==> config.mk <==
export PLATFORM = sky130hd
export DESIGN_NAME = freq_meter
export DESIGN_NICKNAME = d
export VERILOG_FILES = /design/src/rtl/freq_meter_pkg.sv /design/src/rtl/sync_edge_det.sv /design/src/rtl/freq_meter.sv
export SDC_FILE = /design/constraint.sdc
export NUM_CORES = 1
export LEC_CHECK = 0
export CAP_MARGIN = 20
export CELL_PAD_IN_SITES_DETAIL_PLACEMENT = 0
export CELL_PAD_IN_SITES_GLOBAL_PLACEMENT = 2
export CORE_UTILIZATION = 36
export DETAILED_ROUTE_END_ITERATION = 6
export PLACE_DENSITY_LB_ADDON = 0.1
export RECOVER_POWER = 25
export SYNTH_ARGS = -nofsm -noshare
export SYNTH_HDL_FRONTEND = slang
export SYNTH_SLANG_ARGS = --single-unit
==> constraint.sdc <==
create_clock -name clk -period 2.7 [get_ports clk]
set_input_delay 0.405 -clock clk [delete_from_list [all_inputs] [get_ports clk]]
set_output_delay 0.405 -clock clk [all_outputs]
set_load 0.02 [all_outputs]
Fig. 1: run 1, supply network
Pins as bars on the die edge. Tap cells in gray.
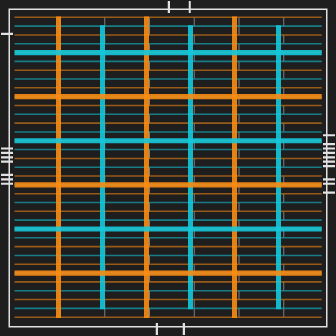
- VDD: cyan
- VSS: orange
- signal pins: 22
- met1 rails: 35
- tap cells: 108
Chip Width: 97.4 um
Core Area: 8760 um^2

Fig. 2: run 1, placed cells, one color a class
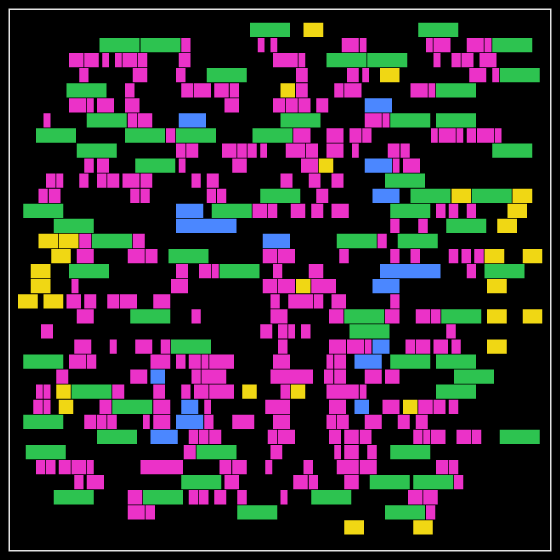
- other buffers and delay cells: yellow (cells 29)
- combinational and other logic: magenta (cells 276)
- flops: green (cells 64)
- clock drivers and dummy loads: blue (cells 16)
Seq area share: 34.6%
final instance area: 3700 um^2
final core occ: 42.2%
row count: 34

Fig. 3: run 1, clock network drawn from the DEF
Scale bar: 20 um.
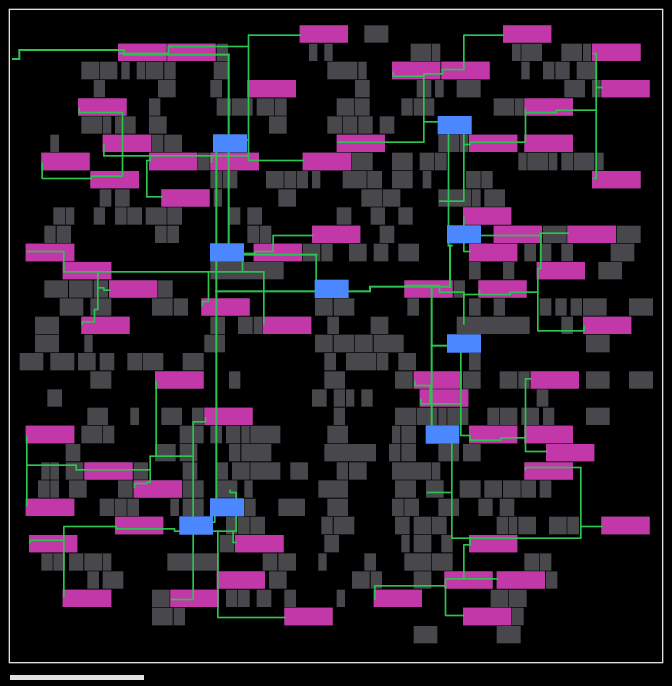
- clock wires: green (length 933 um)
- flip-flops: magenta (count 64)
- clock drivers: blue (count 9)
- routed clock nets: 10
clk ins delay skew pair: 0.34 ns
clock group total power: 0.000952 W
Clock Power Share: 49.2%
Clock Skew: 0.0113 ns

Fig. 4: run 1, wiring by layer
Scale bar: 20 um.
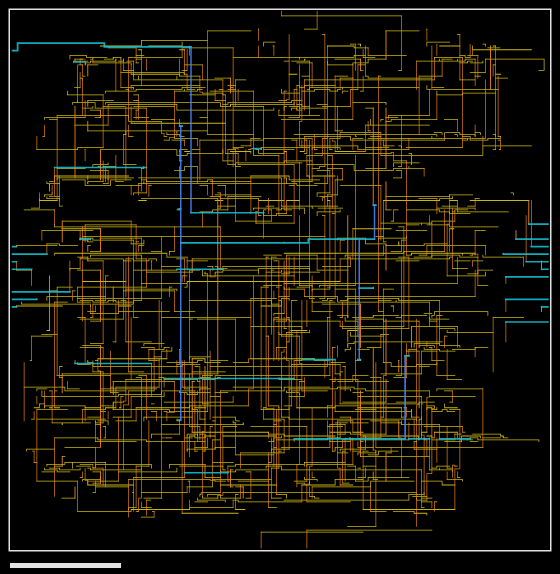
- metal 2: orange (wire length 3290 um)
- metal 4: blue (wire length 126 um)
- metal 3: cyan (wire length 273 um)
- metal 1: yellow (wire length 4590 um)
Post-Route WL: 8280 um
GR Util All Layers: 19.0%
via count: 2808
Wirelength per Cell: 16.8 um

==> flow_metrics.tcl, run 1 <==
# metrics dict for downstream scripts
set metrics [dict create \
    grt_start_max_net_pins 30 \
    ys_cells 372 \
    final-setup-viol-count 0 \
    grt_setup_unrepaired "false" \
    crit_slowest_cell "ha_1" \
    avgSynthCellArea_um2 8.82 \
    synthCells 372 \
    numSynthFlops 64 \
    synth_area_um2 3280 \
    global_route.usage.met2_pct 25.2 \
    outcome "finished clean" \
    cts-resized-gates 0 \
    edf_count 0 \
    grt_pass1_wl_um 14300 \
    first_pass_iters 4 \
    num-multi-input-gates 269 \
    avgViaCountPerCell 5.70 \
    endpoint_kind "flip-flop" \
    path_delay_family "simple AND/OR/NAND/NOR gates" \
    yosysSeqAreaShare_pct 39.1 \
    tap_cells 108 \
    flop_area_um2 1280 \
    htree_num_levels 3 \
    fin_nets 388 \
    cp.depth 8 \
    hold_viol_final 0 \
    startpoint_type "flip-flop" \
    slew_headroom_pct 61.4 \
    preCtsSetupSlack_ns 0.541 \
    n_all_buffers 29 \
    cts_tree "yes" \
    met3_usage_pct 3.17 \
    fin_setup_tns_ns 0 \
    ir_worst_vdd_uv 268 \
    largest_reg_flops 26 \
    hold_ws_ns 0.441 \
    antenna_found_initial 0 \
    io_pins 22 \
    placedCellCount 477 \
    critPathKind "reg2reg" \
    inv_count 7 \
    route.detailed.drc 0 \
    leakagePower_nw 1.21 \
    post-route-period-util_pct 80.8 \
]
[run 1: Yosys cell counts (3+ instances only)]
| cell | number |
|---|---|
| buf_2 | 8 |
| nor3_1 | 5 |
| and3_1 | 6 |
| buf_4 | 3 |
| dfxtp_1 | 64 |
| a21oi_1 | 37 |
| a311oi_1 | 5 |
| xor2_1 | 13 |
| o31ai_1 | 14 |
| ha_1 | 4 |
| a21o_1 | 3 |
| nor2_1 | 18 |
| or3_1 | 11 |
| nand3_1 | 22 |
| clkbuf_1 | 12 |
| a31oi_1 | 7 |
| nand4_1 | 17 |
| o21ai_0 | 19 |
| clkbuf_8 | 7 |
| and2_1 | 6 |
| o211ai_1 | 3 |
| a211oi_1 | 5 |
| nor4_1 | 5 |
| xnor2_1 | 10 |
| inv_1 | 6 |
| or4_1 | 10 |
| and4_1 | 7 |
| nand2_1 | 16 |
| o2111ai_1 | 3 |
[run 1: cells by family (layout without fill, tap and decap cells)]
logic type                 Yosys count  after routing  synth area share [%]
xor gates and xnor gates            23             23                  6.14
and+or+nand+nor                    143            143                  27.4
DFF                                 64             64                  39.1
buffers and inverters               39             52                  7.29
adders and majority gates            4              4                  1.53
AOI/OAI and AO/OA                   99             99                  18.5
[run 1: metal layers]
metal / part of all wire, % / vias up / wire length [um]
li1: - / 1419 / -
met1: 55 / 1327 / 4590
met2: 40 / 49 / 3290
met3: 3.3 / 13 / 273
met4: 1.5 / 0 / 125
met5: 0 / - / 0
[run 1: power breakdown]
group	internal, W	switching [W]	leakage (nW)
registers	0.000947	0.00000248	0.516
clock network	0.000548	0.000404	0.109
logic	0.0000111	0.0000243	0.581
total	0.00151	0.000431	1.21
==> run 2: changes to the inputs <==
- clock period: 2.7 -> 2.21 ns (I/O delays scaled with it)
Fig. 5: run 2, wiring by layer
Scale bar: 20 um.
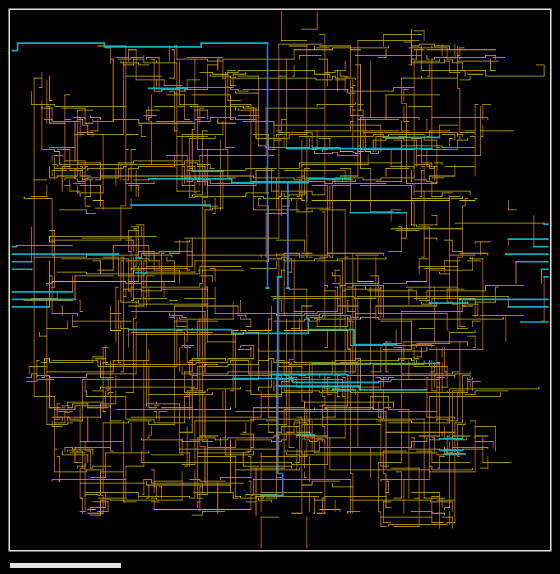
- metal 3: cyan (wire length 449 um)
- metal 2: orange (wire length 3410 um)
- metal 1: yellow (wire length 4420 um)
- metal 4: blue (wire length 104 um)
via count: 2916
GR Util All Layers: 18.4%
Wirelength per Cell: 16.4 um

==> run 2 against run 1 <==
  * Global-route usage down 0.62 points
  * Core utilization up 1.0 points
  * Clock skew down 0.0044 ns
  * Final area is 2.4% higher
  * Via count increased by 3.8%
  * Clock power shrank 7.1%
  * Cell count is 3.9% higher
  * Flip-flop count is the same
  * Combinational power up about 30%
  * Power rose by 7.9%
  * Largest cell class unchanged
  * Highest routed layer unchanged
==> flow_metrics.tcl, run 2 <==
# metrics dict for downstream scripts
set metrics [dict create \
    maxCapViolations 0 \
    slew_headroom_pct 62.4 \
    startpoint_type "flip-flop" \
    finalCoreUtilization_pct 43.3 \
    cts_setup_buffers 0 \
    rows 34 \
    yosys.cell_count.top_type "dfxtp_1" \
    skew_ns 0.00686 \
    met3_usage_pct 5.18 \
    cts_tree "yes" \
    global_route.usage.met2_pct 25.1 \
    hold_viol_final 0 \
    fin_nets 407 \
    leakagePower_nw 1.28 \
    hold_depth 1 \
    io_pins 22 \
    route.detailed.drc 0 \
    final-max-slew-violation-count 0 \
    first_global_vias 2614 \
    layout_top_cells "dfxtp_1, a21oi_1, buf_4" \
    worstRegToRegCells 4 \
    post-route-period-util_pct 88.9 \
    yosysSeqAreaShare_pct 39.1 \
    endpoint_kind "flip-flop" \
    grt_start_max_net_pins 44 \
    core-area_um2 8760 \
    ir_worst_vdd_uv 307 \
    cts-resized-gates 0 \
    wirelength_um 8380 \
    hold_ws_ns 0.440 \
    topCellsByArea "dfxtp_1, a21oi_1, xor2_1" \
    common_cells "dfxtp_1, a21oi_1, nand3_1, o21ai_0, nor2_1" \
    fillerInstances 885 \
    numCtsBuffers 9 \
    avgSynthCellArea_um2 8.82 \
    placed_area_um2 3630 \
    required_ns 2.49 \
    fin_area_um2 3790 \
    first_pass_iters 4 \
    final-setup-viol-count 0 \
    largest_reg_flops 26 \
    port_buffers 21 \
    fin_setup_tns_ns 0 \
    die_x_um 97.4 \
    gr-usage-met1_pct 28.0 \
    critPathMaxFanout 8 \
    synth_area_um2 3280 \
    numSynthFlops 64 \
    synthCells 372 \
    flop_cell "dfxtp_1" \
    outcome "finished clean" \
    htree_num_levels 3 \
    edf_count 0 \
    cts.sinks 64 \
    ys_async_sr_fraction_pct 0 \
    avgViaCountPerCell 5.70 \
    synth.distinct_cells 51 \
    overflow 0 \
    ys_cells 372 \
    cp.arrival_ns 2.24 \
    clk_pin_slew_ns 0.08 \
    openroad.warnings 26 \
    insertion_delay_ns 0.34 \
    synth_nets 380 \
    grt_pass1_wl_um 13900 \
    initial_core_util_pct 37.4 \
    ant_nets 0 \
    critPathKind "reg2reg" \
    grt_setup_unrepaired "false" \
    antenna_found_initial 0 \
    hold_class "reg2reg" \
    clock-root-buffer "clkbuf_8" \
    clock_path_buffers 2 \
    place.gp.congestion 0.777 \
]
## run 2: cell families (layout without fill, tap and decap cells)
family | count (synthesis) | in the layout | synth area share [%]
compound gates | 99 | 99 | 18.5
xor+xnor | 23 | 23 | 6.14
fa+ha+maj | 4 | 4 | 1.53
buf+inv | 39 | 71 | 7.29
flops | 64 | 64 | 39.1
simple gates | 143 | 143 | 27.4
## run 2: stage by stage
step | instances | setup slack (ns)
after floorplan | 372 | 0.272
after global placement | 496 | 0.234
after detailed placement | 496 | 0.200
after CTS | 512 | 0.223
after global routing | 512 | 0.105
final | 512 | 0.245
## run 2: where the power goes
group	total [W]	leakage [nW]	switching, W	internal [W]
Clock	0.000884	0.0858	0.000482	0.000401
Sequential	0.00116	0.516	0.00000283	0.00116
Combinational	0.0000460	0.683	0.0000298	0.0000162
## run 2: per-layer routing
layer | part of all wire [%] | vias to the layer above
li1 | - | 1455
met1 | 53 | 1383
met2 | 41 | 72
met3 | 5.3 | 6
met4 | 1.2 | 0
met5 | 0 | -
## run 2: final cells by class
| cell class | instances | area (um^2) | share of cell area, % |
|---|---|---|---|
| Multi-Input combinational cell | 269 | 1760 | 46.4 |
| Clock buffer | 10 | 128 | 3.37 |
| Clock inverter | 6 | 36.3 | 0.957 |
| Timing Repair Buffer | 48 | 425 | 11.2 |
| Inverter | 7 | 26.3 | 0.693 |
| Tap cell | 108 | 135 | 3.56 |
| Sequential cell | 64 | 1280 | 33.8 |
## run 2: critical path, cell delays in order, from the launching register on
cell     delay (ns)
dfxtp_1        0.50
nand4_1        0.26
or4_4          0.52
or4_4          0.50
a21oi_2        0.13
Power figures rest on the tool's default switching activity, not on a simulated workload.
